$ cat src/rtl/signed_block_acc.sv
// ---------------------------------------------------------------------------
// signed_block_acc
//   Sums BLOCK signed samples into a signed ACC_W-bit accumulator, then holds
//   the result until the downstream side takes it.
//   Overflow handling is per sample: with SAT=1 the accumulator clamps to the
//   nearest bound, and with SAT=0 it wraps. In both cases the sticky 'sat'
//   flag is set.
//
// Ports
//   clk        sole clock, rising edge
//   rst        asynchronous active-high reset
//   clear      synchronous discard of the partial block (ignored in HOLD)
//   in_valid   sample 'a' is valid
//   in_ready   block can accept a sample (state ACC)
//   a          signed N-bit sample
//   out_valid  result valid and held (state HOLD)
//   out_ready  downstream accepts the held result
//   sum        signed accumulator; running value in ACC, final value in HOLD
//   sat        clamp/wrap happened at least once in this block
//   cnt        samples accepted in the current block
// ---------------------------------------------------------------------------
module signed_block_acc #(
    parameter int N     = 8,
    parameter int ACC_W = 12,
    parameter int BLOCK = 4,
    parameter int SAT   = 1
) (
    input  logic                    clk,
    input  logic                    rst,
    input  logic                    clear,
    input  logic                    in_valid,
    output logic                    in_ready,
    input  logic signed [N-1:0]     a,
    output logic                    out_valid,
    input  logic                    out_ready,
    output logic signed [ACC_W-1:0] sum,
    output logic                    sat,
    output logic [7:0]              cnt
);

    typedef enum logic {ST_ACC, ST_HOLD} state_t;

    localparam logic signed [ACC_W-1:0] MAX_V    = {1'b0, {(ACC_W-1){1'b1}}};
    localparam logic signed [ACC_W-1:0] MIN_V    = {1'b1, {(ACC_W-1){1'b0}}};
    localparam logic [7:0]              LAST_CNT = 8'(BLOCK - 1);

    state_t                  state_q;
    logic signed [ACC_W-1:0] acc_q;
    logic signed [ACC_W-1:0] acc_d;
    logic                    sat_q;
    logic [7:0]              cnt_q;
    logic                    in_ready_q;
    logic                    out_valid_q;

    logic signed [ACC_W:0]   ext_sum;
    logic                    ovf;

    // Add at ACC_W+1 bits. The top two bits differ exactly when the true sum
    // falls outside the ACC_W-bit signed range.
    always_comb begin
        ext_sum = {acc_q[ACC_W-1], acc_q} + {{(ACC_W+1-N){a[N-1]}}, a};
        ovf     = ext_sum[ACC_W] ^ ext_sum[ACC_W-1];
        acc_d   = ext_sum[ACC_W-1:0];
        if (ovf && (SAT != 0)) begin
            // Clamp toward the sign of the true (wide) result.
            acc_d = ext_sum[ACC_W] ? MIN_V : MAX_V;
        end
    end

    always_ff @(posedge clk or posedge rst) begin
        if (rst) begin
            state_q     <= ST_ACC;
            acc_q       <= '0;
            sat_q       <= 1'b0;
            cnt_q       <= '0;
            in_ready_q  <= 1'b1;
            out_valid_q <= 1'b0;
        end else begin
            case (state_q)
                ST_ACC: begin
                    if (clear) begin
                        // clear wins over a same-cycle sample
                        acc_q <= '0;
                        sat_q <= 1'b0;
                        cnt_q <= '0;
                    end else if (in_valid) begin
                        acc_q <= acc_d;
                        sat_q <= sat_q | ovf;
                        cnt_q <= cnt_q + 8'd1;
                        if (cnt_q == LAST_CNT) begin
                            state_q     <= ST_HOLD;
                            in_ready_q  <= 1'b0;
                            out_valid_q <= 1'b1;
                        end
                    end
                end
                ST_HOLD: begin
                    // Result stays frozen (clear ignored) until it is taken.
                    if (out_ready) begin
                        state_q     <= ST_ACC;
                        acc_q       <= '0;
                        sat_q       <= 1'b0;
                        cnt_q       <= '0;
                        in_ready_q  <= 1'b1;
                        out_valid_q <= 1'b0;
                    end
                end
                default: begin
                    state_q     <= ST_ACC;
                    in_ready_q  <= 1'b1;
                    out_valid_q <= 1'b0;
                end
            endcase
        end
    end

    assign in_ready  = in_ready_q;
    assign out_valid = out_valid_q;
    assign sum       = acc_q;
    assign sat       = sat_q;
    assign cnt       = cnt_q;

endmodule

$ cat config.mk
export PLATFORM = sky130hd
export DESIGN_NAME = signed_block_acc
export DESIGN_NICKNAME = d
export VERILOG_FILES = /design/src/rtl/signed_block_acc.sv
export SDC_FILE = /design/constraint.sdc
export NUM_CORES = 1
export LEC_CHECK = 0
export CAP_MARGIN = 10
export CORE_UTILIZATION = 55
export DETAILED_ROUTE_END_ITERATION = 8
export PLACE_DENSITY = 0.93
export SYNTH_ARGS = -nofsm -noshare
export SYNTH_HDL_FRONTEND = slang
export SYNTH_SLANG_ARGS = --single-unit
$ cat constraint.sdc
create_clock -name clk -period 4.15 [get_ports clk]
set_input_delay 1.245 -clock clk [delete_from_list [all_inputs] [get_ports clk]]
set_output_delay 1.245 -clock clk [all_outputs]
set_load 0.005 [all_outputs]
### The metal 1 layer, run 1

Scale bar: 20 um. Supply wires on this layer in grey.
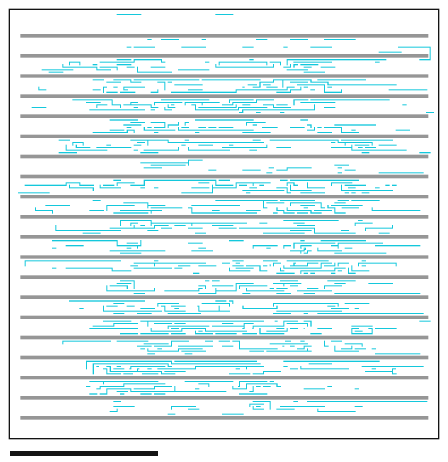
nets with wire on the layer: 234
main direction: horizontal
vias post-DR: 1,627
fraction of met1 tracks used by global routing: 32.95%
final routed wirelength across all metal layers: 4129 um

### M2 wires, run 1

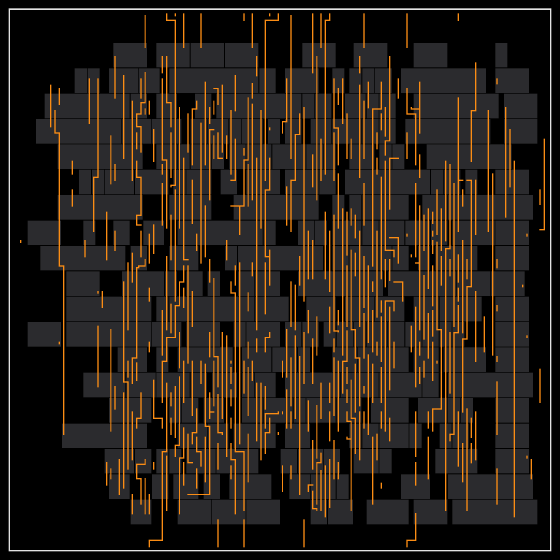
share of all routed wire: 49%
longest straight run: 38.1 um
nets with wire on the layer: 224
wire length on this layer: 2,010 um
met2 Use GR: 45.32%

==> out/metrics.sh, run 1 <==
CRITICAL_PATH_CLASS='in2reg'
MIN_TO='out_valid$_DFFE_PP0P_'
REGTOREGSTARTPOINT='sum[0]$_DFFE_PP0P_'
INITIAL_UTILIZATION_PCT=60.22
P_TOTAL_mW=0.8953
CTS_SETUP_BUFFERS=0
DRCVIOLATIONCOUNT=4
NETS=260
DR.FIRST_ITER.DRC_COUNT=100
SETUP_SLACK_OF_THE_WORST_REGISTER_TO_REGISTER_PATH_NS=1.54
FIN_CELLS=263
ANTENNA_FOUND_INITIAL=0
CTS_TREE='yes'
NUMCLOCKSINKS=24
SETUP_TNS_FINAL_NS=0
MAXSLEWHEADROOM_PCT=39.82
SYNTHTOPCELLSBYAREA='dfrtp_1, ha_1, nand2_1'
DPL.CELL_COUNT=259
CTS-ROOT-TO-SINK-BUFFERS=2
CORE_REGION_AREA_MM2=0.002853
VIOLATIONS='design-rule violations'
STARTPOINT_OF_THE_TIGHTEST_HOLD_CHECK_PATH='out_valid$_DFFE_PP0P_'
WORST-SLEW-PIN-TRANSITION_NS=0.9017
TIMING.HOLD.WORST.CLASS='reg2reg'
YS_AREA_MM2=0.001718
MAPPEDNETLISTAREA_MM2=0.001718
SYNTH_TOP_AREA_SHARE_PCT=33.50
SYNTH.YOSYS.SEQ_AREA_SHARE_PCT=35.03
MAX_CAP_VIOLATIONS=0
GRT_OVERFLOW_TOTAL=0
POWER_FRAC_CLOCK_PCT=14.1
P_INT_mW=0.5488
DESIGN.PORTCOUNT=36
FINAL_SETUP_VIOLATIONS=0
AREA_DELTA_SYNTH_FINAL_PCT=24.18
FIRST_GLOBAL_VIAS=1547
POWER_DENSITY_mW_PER_MM2=419.7
WORSTREGTOREGCELLS=9
GP_CONGESTION=0.8360
LAYOUT_MIN_CYCLE_TIME_NS=3.535
PATH_CELLS='clkdlybuf4s50_1 > ha_1 > fa_1 > a211o_1 > a21oi_2 > o221ai_1 > mux2i_1 > buf_4 > nor2_1 > o21ai_1'
VIAS_PER_CELL=6.186
CTS_ROOT_BUF='clkbuf_4'
ACHIEVABLE-FREQUENCY_MHz=282.9
DRIVE_ABOVE_1_SHARE_PCT=9.052
IRDROPWORSTVDD_mV=0.1969
NETLIST_INSTANCES=196
CRIT_FANOUT=8
SYNTH_CELL_TYPES=49
PORTBUFFERS=35
GRT_PASS1_WL_UM=6837
YOSYS.AREA.TOP_TYPE='dfrtp_1'
REGTOREGENDPOINT='sum[2]$_DFFE_PP0P_'
ANTENNA-DIODE-COUNT=0
DIE_H_UM=57.89
SYNTH_WARNINGS=0
CLOCK_SKEW_NS=0.003412
POST-ROUTE-PERIOD-UTIL_PCT=85.18
COMB_POWER_SHARE_PCT=51.9
SEQUENTIALPOWERSHARE_PCT=34.0
SYNTH.CELLS.MOST_FREQUENT='dfrtp_1, nand2_1, nor2_1, ha_1, a21oi_1'
CLK_PIN_SLEW_WORST_PATHS_NS=0.13
DIE_AREA_MM2=0.003351
NUMBER_OF_STAGES_ON_THE_WORST_HOLD_PATH=2
SYN_AVG_CELL_AREA_UM2=8.765
DPL.HPWL_UM=3083
OUTCOME='finished, violations left'
FP-ROW-COUNT=19
CELL_AT_THE_SLOWEST_STAGE_OF_THE_CRITICAL_PATH='fa_1'
FINAL_MAX_SLEW_VIOL_COUNT=0
CTS_REPAIR_RESIZE_COUNT=0
MAXIMUM_NUMBER_OF_PINS_ON_ONE_NET_BEFORE_GLOBAL_ROUTE_REPAIR=25
SETUP_REPAIR_AFTER_GLOBAL_ROUTING_MISSED_ITS_MARGIN='false'
DRT.ANTENNA.VIOLATING_NETS=0
P_SW_SHARE_PCT=38.70
ASYNC_FLOP_SHARE_PCT=100.0
CLOCK_TREE.HTREE_LEVEL_COUNT=1
OPENROAD.WARNINGS=26
CTS.HOLD.BUFFERS_ADDED=0
CRITICAL_PATH.ENDPOINT_TYPE='register'
### M3 wires, run 1

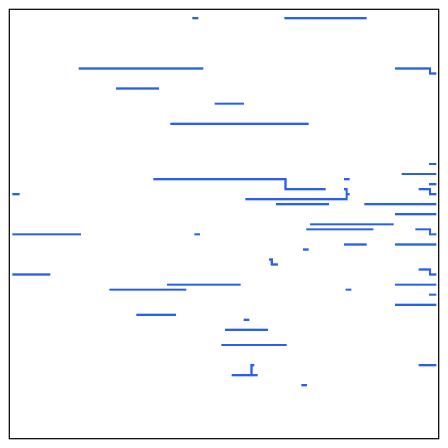
main direction: horizontal
nets with wire on the layer: 36
met3 usage in global routing: 4.241%

### Congestion heat map, run 1

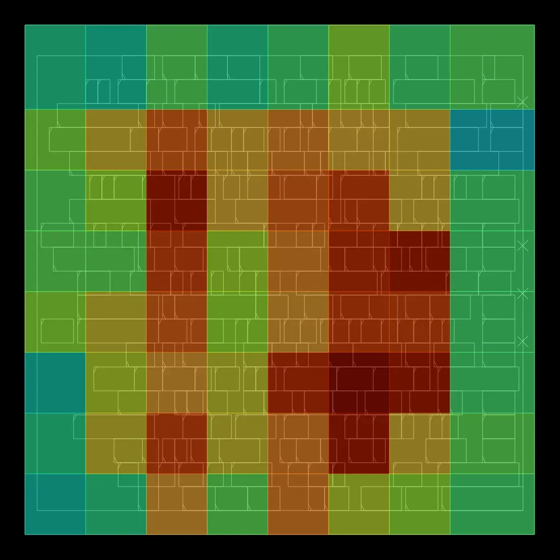
detail-routed net length per standard cell: 15.70 um
GRT Util Overall: 27.03%
layer with the highest usage after global routing: met2
final core utilization: 74.78%

[run 1: kinds of logic (layout without fill, tap and decap cells)]
logic type | Yosys count | after routing | share of synthesized area, %
AOI/OAI and AO/OA | 67 | 67 | 27.53
xor gates and xnor gates | 9 | 9 | 4.588
adders and majority gates | 14 | 14 | 10.63
buffers and inverters | 16 | 52 | 4.078
DFF | 24 | 24 | 35.03
muxes | 1 | 1 | 0.5827
and+or+nand+nor | 65 | 65 | 17.55
[run 1: area by class of cell]
type                            count  area (um2)  share of cell area (%)
Clock buffer                        4       36.28                   1.701
Inverter                           10       37.54                   1.760
Multi-Input combinational cell    156        1046                   49.03
Sequential cell                    24       601.8                   28.21
Tap cell                           31       38.79                   1.818
Timing Repair Buffer               38       372.9                   17.48
[run 1: per-stage QoR]
stage,setup WS (ns),instance area (um2),utilization [%],hold slack (ns)
after floorplan,0.9228,1718,-,0.4678
after CTS,0.5977,2133,74.78,0.5059
after detailed placement,0.2683,2097,73.51,0.4715
after global placement,0.3796,2097,73.51,0.4680
after global routing,0.4400,2133,74.78,0.5309
final,0.6152,2133,74.78,0.5113
[run 1: worst max-delay path, delay by kind of cell]
kind / cells / cell delay (ns)
AND-OR/OR-AND: 4 / 0.78
adder cells (fa/ha/maj): 2 / 0.68
buffers and inverters: 2 / 0.67
multiplexers: 1 / 0.37
AND/OR/NAND/NOR: 1 / 0.07
[run 1: layer usage]
| metal | vias to the layer above | wire length, um |
|---|---|---|
| met5 | - | 0 |
| met3 | 10 | 239 |
| met1 | 767 | 1756 |
| met4 | 0 | 125 |
| met2 | 61 | 2007 |
| li1 | 789 | - |
[run 1: power groups by stage]
| stage | sequential [mW] | combinational, mW | clock, mW |
|---|---|---|---|
| 2_1_floorplan | 0.304 | 0.311 | 0 |
| 3_3_place_gp | 0.306 | 0.444 | 0 |
| 3_5_place_dp | 0.307 | 0.458 | 0 |
| 4_1_cts | 0.303 | 0.461 | 0.129 |
| 5_1_grt | 0.308 | 0.513 | 0.136 |
| 6_report | 0.304 | 0.465 | 0.127 |
[run 1: flip-flops by register name, indices dropped and copies added, names as in the netlist]
register,flops
cnt,8
in_ready,1
out_valid,1
sat,1
state_q,1
sum,12
[run 1: placed cells by master, fill, tap and decap left out, types with 4 or more instances in the layout]
master,synthesis,layout
o21a_1,6,6
ha_1,13,13
inv_1,10,10
nand2_1,23,23
nor2_1,17,17
o21ai_1,9,9
xnor2_1,4,4
dfrtp_1,23,23
o21ai_0,11,11
nor3_1,6,6
xor2_1,5,5
nand4_1,4,4
a21oi_1,12,12
clkdlybuf4s50_1,0,35
[run 1: worst max-delay path by stage]
stage | start | to | depth (start not counted)
after global routing | a[0] | sum[2]$_DFFE_PP0P_ | 10
after global placement | a[0] | sum[7]$_DFFE_PP0P_ | 10
final | a[0] | sum[2]$_DFFE_PP0P_ | 10
after detailed placement | a[0] | sum[4]$_DFFE_PP0P_ | 10
after CTS | a[0] | sum[2]$_DFFE_PP0P_ | 10
after floorplan | a[0] | sum[10]$_DFFE_PP0P_ | 9
### Signal metal coverage by tile, run 1

The die is cut into 12 by 12 equal tiles; dark blue is low, red is high, scaled to the fullest tile. Values are wire area over tile area, all layers added.
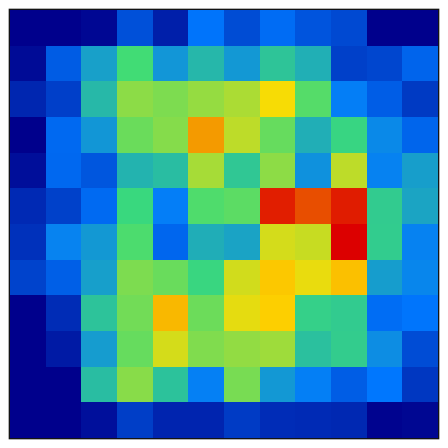

==> inputs of run 2 (changes only) <==
CORE_UTILIZATION = 45   (was 55)
PLACE_DENSITY = 0.8   (was 0.93)
### Signal metal coverage by tile, run 2

The die is cut into 13 by 13 equal tiles; dark blue is low, red is high, scaled to the fullest tile. Values are wire area over tile area, all layers added.
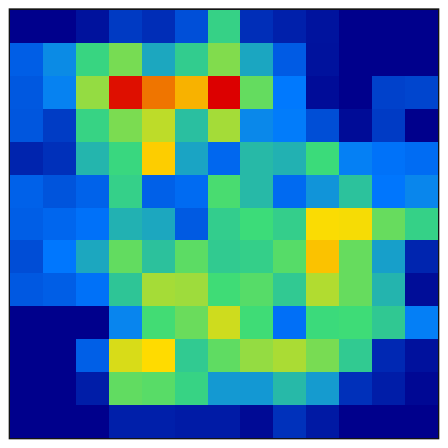
tiles over half the peak: 24%
emptiest ninth of the die: top right
mean over tiles: 0.15
detail-routed net length per standard cell: 13.72 um
vias post-DR: 1,575

==> out/metrics.sh, run 2 <==
YOSYS.AREA.TOP_TYPE='dfrtp_1'
SYNTH.CELLS.MOST_FREQUENT='dfrtp_1, nand2_1, nor2_1, ha_1, a21oi_1'
TIMING.HOLD.WORST.CLASS='reg2reg'
LAYOUT.CORE_UTILIZATION_PCT=59.57
INITIAL_UTILIZATION_PCT=46.92
REGTOREGENDPOINT='sum[3]$_DFFE_PP0P_'
SYNTH.YOSYS.SEQ_AREA_SHARE_PCT=35.03
MAX_CAP_VIOLATIONS=0
GRT_PASS1_WL_UM=6748
CLK_PIN_SLEW_WORST_PATHS_NS=0.08
ANTENNA-DIODE-COUNT=0
POST-ROUTE-PERIOD-UTIL_PCT=86.03
ASYNC_FLOP_SHARE_PCT=100.0
WORSTREGTOREGCELLS=9
CTS_ROOT_BUF='clkbuf_8'
ANTENNA_FOUND_INITIAL=0
NETS=261
CTS.HOLD.BUFFERS_ADDED=0
CRITPATHARRIVALTIME_NS=3.76
DR.FIRST_ITER.DRC_COUNT=68
REGTOREGSTARTPOINT='sum[0]$_DFFE_PP0P_'
SYNTH.NET_COUNT=223
ACHIEVABLE-FREQUENCY_MHz=280.1
GRT_OVERFLOW_TOTAL=0
OUTCOME='completed'
SYNTH_CELL_TYPES=49
POWER_FRAC_CLOCK_PCT=16.8
TRITONCTS.NUM_BUFFERS=3
NUMCLOCKSINKS=24
FIRST_GLOBAL_VIAS=1537
GP_CONGESTION=0.8411
SYN_AVG_CELL_AREA_UM2=8.765
POWER_DENSITY_mW_PER_MM2=420.8
DIE_AREA_MM2=0.004069
SETUP_SLACK_OF_THE_WORST_REGISTER_TO_REGISTER_PATH_NS=1.58
LARGEST_REG_FLOPS=12
PLACEMENT.CELL_AREA_MM2=0.002126
CTS_REPAIR_RESIZE_COUNT=0
CTS_SETUP_BUFFERS=0
DESIGN.PORTCOUNT=36
CRITICAL_PATH.ENDPOINT_TYPE='register'
OPENROAD.WARNINGS=26
TOTAL_LEAKAGE_POWER_nW=0.9644
YS_DOMINANT_REG_CELL='dfrtp_1'
MAPPEDNETLISTAREA_MM2=0.001718
CLOCK_SKEW_NS=0.002925
DIE_H_UM=63.79
SETUP_SLACK_NS=0.5795
PORTBUFFERS=35
CRITICAL_PATH_CLASS='in2reg'
FP-ROW-COUNT=22
MAXIMUM_NUMBER_OF_PINS_ON_ONE_NET_BEFORE_GLOBAL_ROUTE_REPAIR=25
SYNTH-SEQ-CELLS=24
DRIVE_ABOVE_1_SHARE_PCT=9.442
FINAL_CELL_MIX='clkdlybuf4s50_1, nand2_1, dfrtp_1, nor2_1, ha_1'
SEQUENTIALPOWERSHARE_PCT=33.1
CORE_REGION_AREA_MM2=0.003661
CTS_TREE='yes'
P_SW_SHARE_PCT=36.73
ROUTED_WIRELENGTH_UM=3855
FINAL-HOLD-VIOLATION-COUNT=0
FINAL_CELL_AREA_MM2=0.002181
DRCVIOLATIONCOUNT=0
AREA_DELTA_SYNTH_FINAL_PCT=26.95
COMB_POWER_SHARE_PCT=50.1
FIN_CELLS=281
DPL.CELL_COUNT=277
FINAL_MAX_SLEW_VIOL_COUNT=0
VIAS_PER_CELL=5.605
CRIT_REQUIRED_NS=4.34
SYNTH_WARNINGS=0
DRT.ANTENNA.VIOLATING_NETS=0
CTS-ROOT-TO-SINK-BUFFERS=2
YOSYS-STAT-CELLS=196
P_INT_mW=0.5807
DRT-PASS1-ITER-COUNT=4
WORSTSKEWPAIRLATENCY_NS=0.26
YS_AREA_MM2=0.001718
MAXSLEWHEADROOM_PCT=41.85
DPL.HPWL_UM=2955
STARTPOINT_TYPE='input pin'
SETUP_TNS_FINAL_NS=0
LAYOUT.CELLS.MOST_COMMON='clkdlybuf4s50_1'
CRIT_FANOUT=8
CRIT_PATH_END='sum[3]$_DFFE_PP0P_'
FP.DIEW_UM=63.79
IRDROPWORSTVDD_mV=0.1867
FINAL_SETUP_VIOLATIONS=0
WORST-SLEW-PIN-TRANSITION_NS=0.8713
SYNTH-EDFF-COUNT=0
WORST_SETUP_PATH_STARTPOINT='a[0]'
NETLIST_INSTANCES=196
SYNTH_TOP_AREA_SHARE_PCT=33.50
SYNTHTOPCELLSBYAREA='dfrtp_1, ha_1, nand2_1'
CLOCK_TREE.HTREE_LEVEL_COUNT=1
SETUP_REPAIR_AFTER_GLOBAL_ROUTING_MISSED_ITS_MARGIN='false'
POWER.SWITCHING_mW=0.3371
GROUTE.USAGE.OVERALL_PCT=20.72
PLACE_WS_NS=0.3138
LAYOUT_MIN_CYCLE_TIME_NS=3.570
### Congestion heat map, run 2

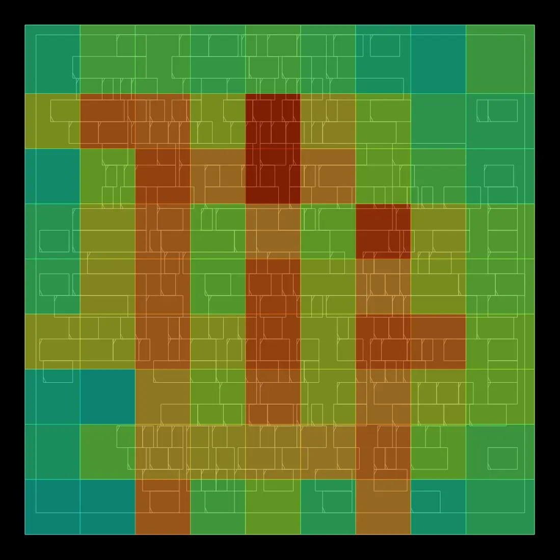
met2 Use GR: 35.77%
fraction of met1 tracks used by global routing: 26.82%

==> run 2: layout make-up <==
| type | instances | area, um2 |
|---|---|---|
| fillers | 339 | 1480 |
| multi-input cells | 156 | 1046 |
| well taps | 48 | 60.06 |
| inverters | 10 | 37.54 |
| clock buffers | 4 | 55.05 |
| flip-flops and latches | 24 | 601.8 |
| repair buffers | 39 | 380.4 |
==> run 2: worst min-delay path by stage <==
stage | endpoint | slack [ns] | cells past startpoint | start
3_5_place_dp | out_valid$_DFFE_PP0P_ | 0.48 | 2 | out_valid$_DFFE_PP0P_
3_3_place_gp | out_valid$_DFFE_PP0P_ | 0.47 | 2 | out_valid$_DFFE_PP0P_
6_report | out_valid$_DFFE_PP0P_ | 0.49 | 2 | out_valid$_DFFE_PP0P_
2_1_floorplan | out_valid$_DFFE_PP0P_ | 0.47 | 2 | out_valid$_DFFE_PP0P_
4_1_cts | out_valid$_DFFE_PP0P_ | 0.50 | 2 | out_valid$_DFFE_PP0P_
5_1_grt | out_valid$_DFFE_PP0P_ | 0.53 | 2 | out_valid$_DFFE_PP0P_
==> run 2: power by group through the flow <==
stage / sequential, mW / combinational, mW / clock (mW)
2_1_floorplan: 0.304 / 0.311 / 0
4_1_cts: 0.304 / 0.461 / 0.160
3_3_place_gp: 0.308 / 0.451 / 0
6_report: 0.304 / 0.460 / 0.154
5_1_grt: 0.309 / 0.512 / 0.167
3_5_place_dp: 0.309 / 0.458 / 0
==> run 2: per-stage QoR <==
step                      total power [mW]  hold WS [ns]
after floorplan                     0.6150        0.4678
after global placement              0.7591        0.4662
after detailed placement            0.7668        0.4792
after CTS                           0.9247        0.4976
after global routing                0.9887        0.5278
final                               0.9177        0.4928
==> run 2: critical path: stages <==
cell and delay, ns:
clkdlybuf4s50_1 0.41, ha_1 0.24, fa_1 0.43, a211o_1 0.34, a21oi_2 0.17, o221ai_1 0.14, mux2i_1 0.37, buf_4 0.23
nor2_1 0.06, o21ai_1 0.12
==> run 2: routing by layer <==
layer  vias up  track usage [%]  share of wire (%)
li1        794                -                  -
met1       742            26.82                 46
met2        37            35.77                 49
met3         2            3.929                4.8
met4         0            4.261               0.34
met5         -                0                  0
==> run 2: logic make-up (layout without fill, tap and decap cells) <==
family / count (synthesis) / count (layout) / share of synthesized area [%]
compound gates: 67 / 67 / 27.53
xor+xnor: 9 / 9 / 4.588
fa+ha+maj: 14 / 14 / 10.63
buf+inv: 16 / 53 / 4.078
flops: 24 / 24 / 35.03
mux: 1 / 1 / 0.5827
simple gates: 65 / 65 / 17.55
Power is estimated from default activity; no workload was simulated.
